Figure 1. Wires at chosen ports, followed through buffers.
Drawn at 3 px/um.
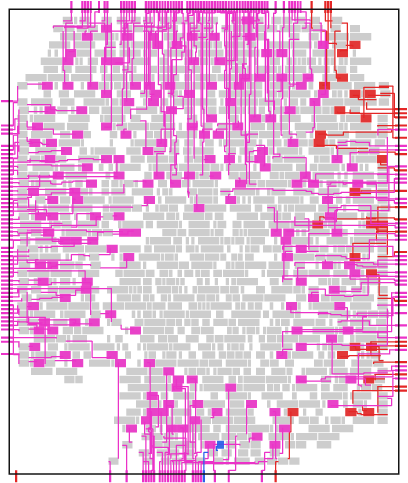
Figure 2. Clock network drawn from the DEF.
Drawn at 3 px/um.
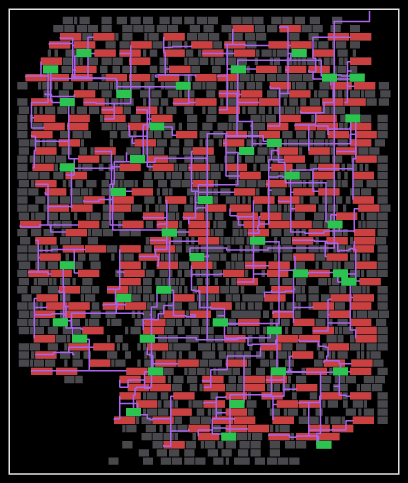
Figure 3. Placed cells, one color a class.
Drawn at 2 px/um.
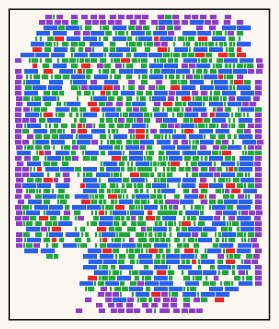
Figure 4. Metal 3.
Drawn at 2 px/um. Cells faint in the background.
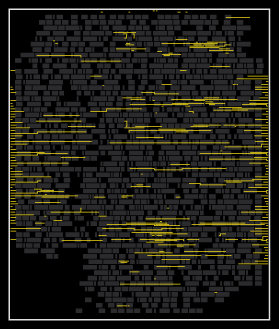
Figure 5. The clock network.
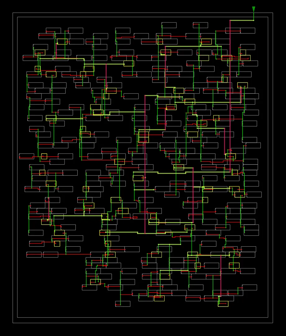
--- src/rtl/matrix_result_scanner.sv ---
// matrix_result_scanner
// Holds a snapshot of the coprocessor result matrix, determinant and
// operation code. The scanner steps through the N*N elements, either on
// debounced button edges or on a periodic tick. It presents the selected
// element, or the determinant, as a registered 24-bit display value.
module matrix_result_scanner #(
   parameter int N          = 3,
   parameter int WIDTH      = 8,
   parameter int ELEM_W     = 2*WIDTH+3,
   parameter int STEP_TICKS = 50000000
) (
   input  logic                     CLOCK_50,
   input  logic                     reset,
   input  logic [2:0]               operacao,
   input  logic [N*N*ELEM_W-1:0]    resultado,
   input  logic [3*WIDTH:0]         det,
   input  logic                     capture,
   input  logic                     step,
   input  logic                     auto_mode,
   output logic [23:0]              valor_display,
   output logic [3:0]               indice,
   output logic                     valid
);

   localparam int NE    = N*N;
   localparam int RES_W = NE*ELEM_W;
   localparam int TW    = $clog2(STEP_TICKS);

   localparam logic [2:0]    OP_DET    = 3'd6;
   localparam logic [3:0]    IDX_LAST  = 4'(NE-1);
   localparam logic [TW-1:0] TICK_LAST = TW'(STEP_TICKS-1);

   typedef enum logic {
      S_EMPTY = 1'b0,
      S_SHOW  = 1'b1
   } state_t;

   // Sign-extends a result element to the 24-bit display width.
   function automatic logic [23:0] sext24(input logic signed [ELEM_W-1:0] e);
      logic signed [23:0] w;
      w = 24'(e);
      return w;
   endfunction

   state_t                state_q, state_d;
   logic [RES_W-1:0]      res_q, res_d;
   logic [23:0]           det_q, det_d;
   logic [2:0]            op_q, op_d;
   logic [3:0]            idx_q, idx_d;
   logic [TW-1:0]         tick_q, tick_d;
   logic                  sync1_q, sync2_q, sync3_q;
   logic                  step_edge;
   logic                  auto_adv;
   logic                  advance;
   logic signed [ELEM_W-1:0] elem_sel;
   logic [23:0]           valor_q, valor_d;
   logic [3:0]            indice_q, indice_d;

   // The determinant is 3*WIDTH+1 bits wide, but only its low 24 bits are shown.
   logic [3*WIDTH-24:0]   unused_det;
   assign unused_det = det[3*WIDTH:24];

   // Step button: 2-FF synchronizer followed by an edge-detect register.
   always_ff @(posedge CLOCK_50) begin
      if (reset) begin
         sync1_q <= 1'b0;
         sync2_q <= 1'b0;
         sync3_q <= 1'b0;
      end else begin
         sync1_q <= step;
         sync2_q <= sync1_q;
         sync3_q <= sync2_q;
      end
   end

   assign step_edge = sync2_q & ~sync3_q;

   // State, snapshot, index and tick registers.
   always_ff @(posedge CLOCK_50) begin
      if (reset) begin
         state_q <= S_EMPTY;
         res_q   <= '0;
         det_q   <= '0;
         op_q    <= '0;
         idx_q   <= '0;
         tick_q  <= '0;
      end else begin
         state_q <= state_d;
         res_q   <= res_d;
         det_q   <= det_d;
         op_q    <= op_d;
         idx_q   <= idx_d;
         tick_q  <= tick_d;
      end
   end

   // Next state: capture wins over any advance and restarts the scan at element 0.
   always_comb begin
      state_d  = state_q;
      res_d    = res_q;
      det_d    = det_q;
      op_d     = op_q;
      idx_d    = idx_q;
      tick_d   = tick_q;
      auto_adv = 1'b0;
      advance  = 1'b0;

      case (state_q)
         S_EMPTY: begin
            // Nothing to scan yet: steps and ticks are ignored.
            idx_d  = '0;
            tick_d = '0;
            if (capture) begin
               state_d = S_SHOW;
               res_d   = resultado;
               det_d   = det[23:0];
               op_d    = operacao;
            end
         end

         S_SHOW: begin
            if (auto_mode) begin
               if (tick_q == TICK_LAST) begin
                  tick_d   = '0;
                  auto_adv = 1'b1;
               end else begin
                  tick_d = tick_q + TW'(1);
               end
            end else begin
               tick_d = '0;
            end

            // A manual edge and an auto tick together still give a single +1.
            // A determinant snapshot has one value only, so it never advances.
            advance = (step_edge | auto_adv) && (op_q != OP_DET);
            if (advance) begin
               idx_d = (idx_q == IDX_LAST) ? 4'd0 : idx_q + 4'd1;
            end

            if (capture) begin
               res_d  = resultado;
               det_d  = det[23:0];
               op_d   = operacao;
               idx_d  = '0;
               tick_d = '0;
            end
         end

         default: begin
            state_d = S_EMPTY;
         end
      endcase
   end

   // Select the element addressed by the index; element 0 is the top slice.
   always_comb begin
      elem_sel = '0;
      for (int k = 0; k < NE; k++) begin
         if (idx_q == 4'(k)) begin
            elem_sel = res_q[(NE-k)*ELEM_W-1 -: ELEM_W];
         end
      end
   end

   // Display value computed from the held snapshot only, never from live inputs.
   always_comb begin
      valor_d  = '0;
      indice_d = idx_q;
      if (state_q == S_SHOW) begin
         if (op_q == OP_DET) begin
            valor_d = det_q;
         end else begin
            valor_d = sext24(elem_sel);
         end
      end
   end

   // Registered display outputs, one cycle behind the snapshot and index.
   always_ff @(posedge CLOCK_50) begin
      if (reset) begin
         valor_q  <= '0;
         indice_q <= '0;
      end else begin
         valor_q  <= valor_d;
         indice_q <= indice_d;
      end
   end

   assign valor_display = valor_q;
   assign indice        = indice_q;
   assign valid         = (state_q == S_SHOW);

endmodule
--- config.mk ---
export PLATFORM = sky130hd
export DESIGN_NAME = matrix_result_scanner
export DESIGN_NICKNAME = d
export VERILOG_FILES = /design/src/rtl/matrix_result_scanner.sv
export SDC_FILE = /design/constraint.sdc
export NUM_CORES = 1
export LEC_CHECK = 0
export ABC_CLOCK_PERIOD_IN_PS = 6500
export CORE_ASPECT_RATIO = 1.2
export CORE_MARGIN = 2
export CORE_UTILIZATION = 56
export CTS_BUF_LIST = sky130_fd_sc_hd__clkbuf_4 sky130_fd_sc_hd__clkbuf_8
export DETAILED_ROUTE_END_ITERATION = 8
export PLACE_DENSITY = 0.86
export SLEW_MARGIN = 20
export SYNTH_ARGS = -nofsm -noshare
export SYNTH_HDL_FRONTEND = slang
export SYNTH_SLANG_ARGS = --single-unit
--- constraint.sdc ---
create_clock -name CLOCK_50 -period 6.5 [get_ports CLOCK_50]
set_input_delay 0.65 -clock CLOCK_50 [delete_from_list [all_inputs] [get_ports CLOCK_50]]
set_output_delay 0.65 -clock CLOCK_50 [all_outputs]
set_load 0.02 [all_outputs]
==> flow_metrics.env <==
# flow metrics
export IMPL_register_area_mm2=0.00520
export IMPL_number_of_buffers_inserted_for_hold_repair_after_clock_tree_synthesis=0
export IMPL_layout_clock_buffers=65
export IMPL_simple_gate_share_pct=14.5
export IMPL_num_nets_final=1499
export IMPL_run_status="complete, no violations"
export IMPL_clk_tree_root_cell="sky130_fd_sc_hd__clkbuf_8"
export IMPL_num_vias=8870
export IMPL_edf_count=0
export IMPL_rows=55
export IMPL_synth_seq_cells=260
export IMPL_signal_inverters=7
export IMPL_syn_to_final_growth_pct=30.8
export IMPL_highest_layer="met4"
export IMPL_largest_register="res_q"
export IMPL_place_port_buffers=231
export IMPL_layout_area_comb_mm2=0.00504
export IMPL_launch_point_of_the_critical_path="idx_q[0]"
export IMPL_route_met2_wl_mm=13.1
export IMPL_io_pins=233
export IMPL_number_of_buffers_created_by_cts=40
export IMPL_total_iterations_of_the_first_detailed_routing_run=7
export IMPL_yosysWarnings=0
export IMPL_synth_top_flop_cell="sky130_fd_sc_hd__dfxtp_1"
export IMPL_post_layout_nonfiller_instances=1572
export IMPL_internal_pwr_total_mw=2.64
export IMPL_post_route_drc_count=0
export IMPL_grt_antenna_before_repair=1
export IMPL_critical_path_most_common_cell="sky130_fd_sc_hd__a31oi_1"
export IMPL_final_nonclk_buf_share_pct=17.5
export IMPL_hold_viol=0
export IMPL_clock_latency_ps=550
export IMPL_warning_count=33
export IMPL_total_die_area_mm2=0.0200
export IMPL_ys_sh_aoi_pct=11.8
export IMPL_net_count_entering_floorplan=1293
export IMPL_first_global_vias=8485
export IMPL_fmax_achieved_mhz=369
export IMPL_reg2reg_from="idx_q[0]"
export IMPL_share_of_flip_flops_with_an_asynchronous_set_or_reset_pct=0
export IMPL_fp_utilization_pct=56.6
export IMPL_drtAntennaViolNets=0
export IMPL_cts_post_setup_buffers_inserted=0
export IMPL_syn_area_per_cell_um2=9.74
export IMPL_route_met3_wl_mm=2.26
export IMPL_comb_area_share_pct=36.5
export IMPL_path_buffers=3
export IMPL_route_final_wire_length_mm=28.1
export IMPL_netlist_top_cells_area="sky130_fd_sc_hd__dfxtp_1 (49%), sky130_fd_sc_hd__mux2i_1 (19%), sky130_fd_sc_hd__nor2_1 (9.0%)"
export IMPL_worstRegToRegCells=8
export IMPL_rr_endpoint="valor_display[23]"
export IMPL_start_kind="register"
export IMPL_most_instantiated_library_cell_after_synthesis="sky130_fd_sc_hd__dfxtp_1"
export IMPL_tritoncts_clock_tree="done"
export IMPL_power_group_top="registers"
-- Figure 1 (at the start) --
- magenta: resultado (bits 171; direction input; edge 65 top, 52 left, 30 right, 24 bottom; end cells 171; buffers 171; wire 5,370 um)
- blue: step (bits 1; direction input; edge bottom; end cells 1; buffers 1; wire 10.3 um)
- red: det (bits 25; direction input; edge 19 right, 4 top, 2 bottom; end cells 24; buffers 24; wire 564 um)

-- Figure 2 (at the start) --
- green: cells driving clock nets (count 40)
- purple: clock wires (length 3,010 um)
- red: flip-flops (count 260)
- routed clock nets: 41
clock group power: 1.36 mW
Clock Skew: 42.2 ps
power share of the clock group: 39.6%

-- Figure 3 (at the start) --
- red: clock drivers and dummy loads (cells 66; share of their area 5.9%)
- green: all other logic (cells 745; share of their area 38%)
- blue: flops (cells 260; share of their area 39%)
- purple: other buffers and delay cells (cells 243; share of their area 18%)
Final Util: 74.1%
Std-Cell Core Area: 0.0186 mm^2
Seq/total area: 37.7%
post-route design area: 0.0138 mm^2

-- Figure 4 (at the start) --
- main direction: horizontal
- longest straight run: 59.8 um
- share of all routed wire: 8.0%
- wire length on this layer: 2,260 um
- nets with wire on the layer: 196

-- Figure 5 (at the start) --
clock sink count: 260
total number of sequential cells: 260

Power is estimated from default activity; no workload was simulated.
